==> src/rtl/config_pkg.sv <==
// Shared ternary weight types plus the code decoder used by every ternary
// stream unit. The deserializer FSM state type lives here as well.
package config_pkg;

    localparam int D = 4;

    typedef logic signed [1:0] ternary_t;
    typedef ternary_t [D-1:0][D-1:0] ternary_matrix_t;

    localparam logic [1:0] TernaryIllegal = 2'b10;

    typedef struct packed {
        ternary_t val;
        logic     illegal;
    } ternary_dec_t;

    typedef enum logic [0:0] {
        DesLoad = 1'b0,
        DesFull = 1'b1
    } des_state_e;

    // The -2 encoding has no ternary meaning; it decodes to 0 and is flagged.
    function automatic ternary_dec_t ternary_decode(input logic [1:0] code);
        ternary_dec_t r;
        r.illegal = (code == TernaryIllegal);
        r.val     = r.illegal ? ternary_t'(2'b00) : ternary_t'(code);
        return r;
    endfunction

endpackage

==> src/rtl/ternary_matrix_deserializer_decoder.sv <==
// Combinational decode of one stream beat into ternary elements plus a
// beat-level illegal-code flag.
module ternary_beat_decoder
    import config_pkg::*;
#(
    parameter int ElemsPerBeat = 8
) (
    input  logic [2*ElemsPerBeat-1:0]  beat_i,
    output ternary_t [ElemsPerBeat-1:0] elems_o,
    output logic                        illegal_o
);

    ternary_dec_t dec;

    always_comb begin
        elems_o   = '0;
        illegal_o = 1'b0;
        dec       = '0;
        for (int e = 0; e < ElemsPerBeat; e++) begin
            dec        = ternary_decode(beat_i[2*e +: 2]);
            elems_o[e] = dec.val;
            illegal_o  = illegal_o | dec.illegal;
        end
    end

endmodule

==> src/rtl/ternary_matrix_deserializer.sv <==
// Assembles a ternary weight matrix from a stream of packed 2-bit codes
// (row-major, i outer / j inner) and hands it to the matmul datapath.
module ternary_matrix_deserializer
    import config_pkg::*;
#(
    parameter int ElemsPerBeat = 8
) (
    input  logic                      clk_i,
    input  logic                      rst_ni,
    input  logic                      flush_i,
    input  logic                      in_valid_i,
    output logic                      in_ready_o,
    input  logic [2*ElemsPerBeat-1:0] in_data_i,
    output logic                      out_valid_o,
    input  logic                      out_ready_i,
    output ternary_matrix_t           out_matrix_o,
    output logic                      out_err_o
);

    localparam int BeatW    = 2 * ElemsPerBeat;
    localparam int NumBeats = (D * D) / ElemsPerBeat;
    localparam int CntW     = (NumBeats > 1) ? $clog2(NumBeats) : 1;
    localparam int IdxW     = (D > 1) ? $clog2(D) : 1;

    if (((D * D) % ElemsPerBeat) != 0) begin : g_cfg_check
        $error("D*D must be a multiple of ElemsPerBeat");
    end

    des_state_e                 state_q, state_d;
    logic [CntW-1:0]            beat_cnt_q, beat_cnt_d;
    ternary_matrix_t            matrix_q, matrix_d;
    logic                       err_q, err_d;

    ternary_t [ElemsPerBeat-1:0] beat_elems;
    logic                        beat_illegal;
    int                          flat_idx;
    logic [IdxW-1:0]             row_idx, col_idx;

    ternary_beat_decoder #(
        .ElemsPerBeat(ElemsPerBeat)
    ) u_decoder (
        .beat_i   (in_data_i[BeatW-1:0]),
        .elems_o  (beat_elems),
        .illegal_o(beat_illegal)
    );

    always_comb begin
        state_d    = state_q;
        beat_cnt_d = beat_cnt_q;
        matrix_d   = matrix_q;
        err_d      = err_q;
        flat_idx   = 0;
        row_idx    = '0;
        col_idx    = '0;
        unique case (state_q)
            DesLoad: begin
                // Flush wins over a beat handshake in the same cycle.
                if (flush_i) begin
                    beat_cnt_d = '0;
                    err_d      = 1'b0;
                end else if (in_valid_i) begin
                    for (int e = 0; e < ElemsPerBeat; e++) begin
                        flat_idx = int'(beat_cnt_q) * ElemsPerBeat + e;
                        row_idx  = IdxW'(flat_idx / D);
                        col_idx  = IdxW'(flat_idx % D);
                        matrix_d[row_idx][col_idx] = beat_elems[e];
                    end
                    err_d = err_q | beat_illegal;
                    if (beat_cnt_q == CntW'(NumBeats - 1)) begin
                        beat_cnt_d = '0;
                        state_d    = DesFull;
                    end else begin
                        beat_cnt_d = beat_cnt_q + 1'b1;
                    end
                end
            end
            DesFull: begin
                // The matrix register is left alone; the next load overwrites every element.
                if (out_ready_i) begin
                    state_d = DesLoad;
                    err_d   = 1'b0;
                end
            end
            default: state_d = DesLoad;
        endcase
    end

    always_ff @(posedge clk_i or negedge rst_ni) begin
        if (!rst_ni) begin
            state_q    <= DesLoad;
            beat_cnt_q <= '0;
            matrix_q   <= '0;
            err_q      <= 1'b0;
        end else begin
            state_q    <= state_d;
            beat_cnt_q <= beat_cnt_d;
            matrix_q   <= matrix_d;
            err_q      <= err_d;
        end
    end

    assign in_ready_o   = (state_q == DesLoad);
    assign out_valid_o  = (state_q == DesFull);
    assign out_err_o    = (state_q == DesFull) && err_q;
    assign out_matrix_o = matrix_q;

    a_matrix_stable: assert property (@(posedge clk_i) disable iff (!rst_ni)
        (out_valid_o && !out_ready_i) |=> $stable(out_matrix_o));

endmodule

==> config.mk <==
export PLATFORM = sky130hd
export DESIGN_NAME = ternary_matrix_deserializer
export DESIGN_NICKNAME = d
export VERILOG_FILES = /design/src/rtl/config_pkg.sv /design/src/rtl/ternary_matrix_deserializer_decoder.sv /design/src/rtl/ternary_matrix_deserializer.sv
export SDC_FILE = /design/constraint.sdc
export NUM_CORES = 1
export LEC_CHECK = 0
export ABC_AREA = 0
export CAP_MARGIN = 20
export CORE_MARGIN = 1
export CORE_UTILIZATION = 38
export DETAILED_ROUTE_END_ITERATION = 6
export HOLD_SLACK_MARGIN = 0.12
export PLACE_DENSITY_LB_ADDON = 0.15
export SYNTH_ARGS = -nofsm -noshare
export SYNTH_HDL_FRONTEND = slang
export SYNTH_SLANG_ARGS = --single-unit
==> constraint.sdc <==
create_clock -name clk_i -period 1.35 [get_ports clk_i]
set_input_delay 0.135 -clock clk_i [delete_from_list [all_inputs] [get_ports clk_i]]
set_output_delay 0.135 -clock clk_i [all_outputs]
set_load 0.02 [all_outputs]
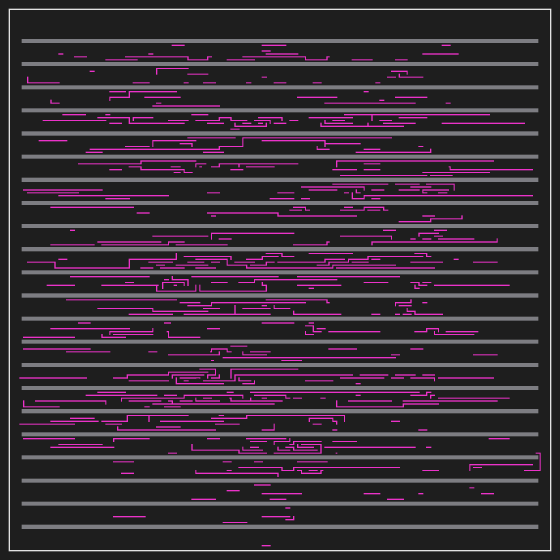
Run 1: M1 wires
Supply wires on this layer in gray.
- wire length on this layer: 1580 um
- share of all routed wire: 46%
- longest straight run: 20.2 um
- nets with wire on the layer: 191
grt met1 use: 24.15%
total wire length: 3431 um
DR vias: 1183

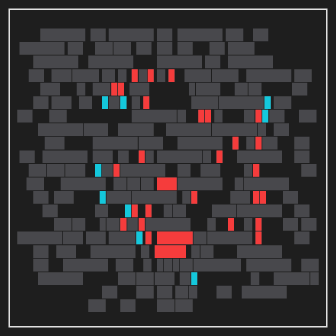
Run 1: gate families picked out
- NAND gates: red (cells 29)
- inverters: cyan (cells 9)
Layout Cells excl Fill: 249
most common logic cell in the routed design: dfrtp_1
fraction of area in multi-input gates: 22.43%

==> Changelog: implementation, run 1 <==
## Implementation

- Post-synthesis async set-or-reset flop share: 100.0%
- Setup Skew: 6.139 ps
- Mapped Cells: roughly 120
- Crit-path max cell delay: around 430 ps
- Clock network area share: 3.609%
- Setup TNS: 0 ps
- Largest register FFs: 32
- Floorplan-stage core utilization: roughly 41%
- Number of global-route vias before repair: 1216
- Register share of the cell area: 38.92%
- Core Area: 3468 um2
- Post-place setup slack: -231.8 ps
- Tap cells: 46
- Simple Share, Synth: roughly 12%
- Slew @ Worst Pin: 316.3 ps
- Fill cells: 301
- Most frequent cells after synthesis: dfrtp_1, nand2_1, o21ai_0
- Top cell type by instance count after synthesis: dfrtp_1
- Net Sw Frac: approximately 34%
- Worst reg2reg setup slack: 7 ps
- Beginning of the critical path: out_valid_o
- DP HPWL: about 2500 um
- Seq power: roughly 0.0015 W
- Levels on crit path: 4
- EDFF count, synth: 0
- Met3 usage in global routing: 3.986%
- RSZ-0062 raised after global routing: yes
- Reg2reg path depth: 4
- Count of non-CTS buffers in the layout: 77
- Final nets: 223
- Worst hold path class: primary input to async pin
- NonClk Buf Share: 30.98%
- Fraction of the yosys area taken by sequential cells: 60.98%
- Critical path fanouts, max: 8
- Root Buffer: clkbuf_8
- P_comb: between 0.001 and 0.0015 W
- DRT met1 WL: 1584 um
- XOR Share, Synth: 0%
- Cell family with most CP delay: flip-flops
- I/O pins: about 56
- Placed insts: around 230
- Worst-path cell chain: nor2_4 -> nand3_4 -> buf_4 -> mux2_4
- M2 GR Usage: 30.05%
- Worst r2r dst: out_matrix_o[16]
- Status: finished clean
- Rows: 21
- Largest area contributor in the netlist: dfrtp_1
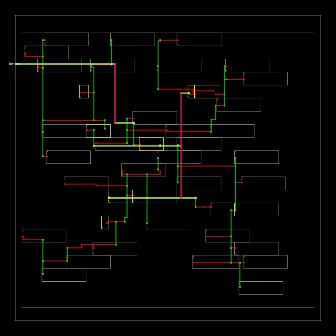
Run 1: clock routing
CTS Buf Count: 5
later-pin clock latency in the skew report: 280 ps
CLK BUF: 7
Sink Count: 35
clk pwr: 0.000712 W

==> run 2: changes to the inputs <==
--- a/config.mk
+++ b/config.mk
@@ -8,10 +8,11 @@
 export ABC_AREA = 0
 export CAP_MARGIN = 20
 export CORE_MARGIN = 1
-export CORE_UTILIZATION = 38
+export CORE_UTILIZATION = 39
 export DETAILED_ROUTE_END_ITERATION = 6
 export HOLD_SLACK_MARGIN = 0.12
 export PLACE_DENSITY_LB_ADDON = 0.15
 export SYNTH_ARGS = -nofsm -noshare
 export SYNTH_HDL_FRONTEND = slang
+export SYNTH_HIERARCHICAL = 1
 export SYNTH_SLANG_ARGS = --single-unit
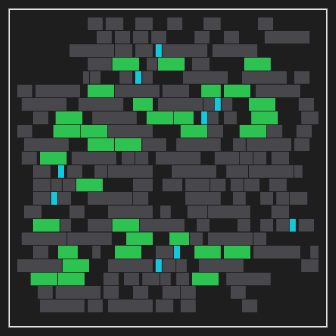
Run 2: gate families picked out
- multiplexers: green (cells 32)
- inverters: cyan (cells 9)
fraction of area in multi-input gates: 26.69%
Layout Cells excl Fill: 230

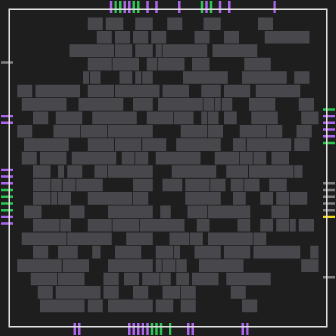
Run 2: pin map
Pins as bars across the die edge, other pins in gray.
- flush_i: yellow (pins 1; direction input; edge right)
- in_data_i: green (pins 16; direction input; edge 6 top, 4 left, 4 bottom, 2 right)
- out_matrix_o: purple (pins 32; direction output; edge 11 bottom, 10 top, 7 left, 4 right)
- all pins by edge: 16 top, 15 bottom, 13 right, 12 left
Die H: 64.00 um
IO Port Bufs: 55

==> Changelog: implementation, run 2 <==
## Implementation

- Status: complete, but fails checks
- Violated checks: setup timing
- Met3 usage in global routing: 4.464% (+0.48 points)
- Beginning of the critical path: beat_cnt_q
- Largest register FFs: 32 (unchanged)
- Count of non-CTS buffers in the layout: 76 (-1.3%)
- Finish-stage setup viols: 32
- Largest area contributor in the netlist: dfrtp_1
- EDFF count, synth: 0 (unchanged)
- P_comb: 0.00145 W (+17%)
- Worst setup margin: -97.34 ps
- Worst hold path class: primary input to async pin
- Total wire length: 3383 um (-1.4%)
- Seq power: 0.00151 W (about the same)
- DR vias: 1078 (-8.9%)
- I/O pins: 56 (unchanged)
- Reg2reg path depth: 4 (unchanged)
- CLK BUF: 6 (-1)
- Tap cells: 48 (+4.3%)
- Floorplan-stage core utilization: 40.94% (-0.47 points)
- Core Area: 3661 um2 (+5.6%)
- Worst-path cell chain: nor4b_4 -> buf_4 -> clkbuf_16 -> mux2_2
- Register share of the cell area: 36.55% (-2.4 points)
- Placed insts: 219 (-6.4%)
- RSZ-0062 raised after global routing: yes
- Fill cells: 299 (-0.66%)
- Net Sw Frac: 32.82% (-0.97 points)
- Rows: 22 (+4.8%)
- Most frequent cells after synthesis: dfrtp_1, mux2_2, inv_1
- Setup Skew: 9.365 ps (+3.226 ps)
- Post-synthesis async set-or-reset flop share: 100.0% (unchanged)
- Sink Count: 35 (unchanged)
- Cell family with most CP delay: flip-flops
- M2 GR Usage: 28.99% (-1.1 points)
- Slew @ Worst Pin: 416.2 ps (+99.97 ps)
- DP HPWL: 2435 um (-2.3%)
- Fraction of the yosys area taken by sequential cells: 58.43% (-2.5 points)
- Later-pin clock latency in the skew report: 290 ps (about the same)
- Clk pwr: 0.000734 W (+3.1%)
- Setup TNS: -2333 ps (-2333 ps)
- Post-place setup slack: -333.5 ps (-101.7 ps)
- XOR Share, Synth: 0% (unchanged)
- DRT met1 WL: 1517 um (-4.2%)
Power is estimated from default activity; no workload was simulated.
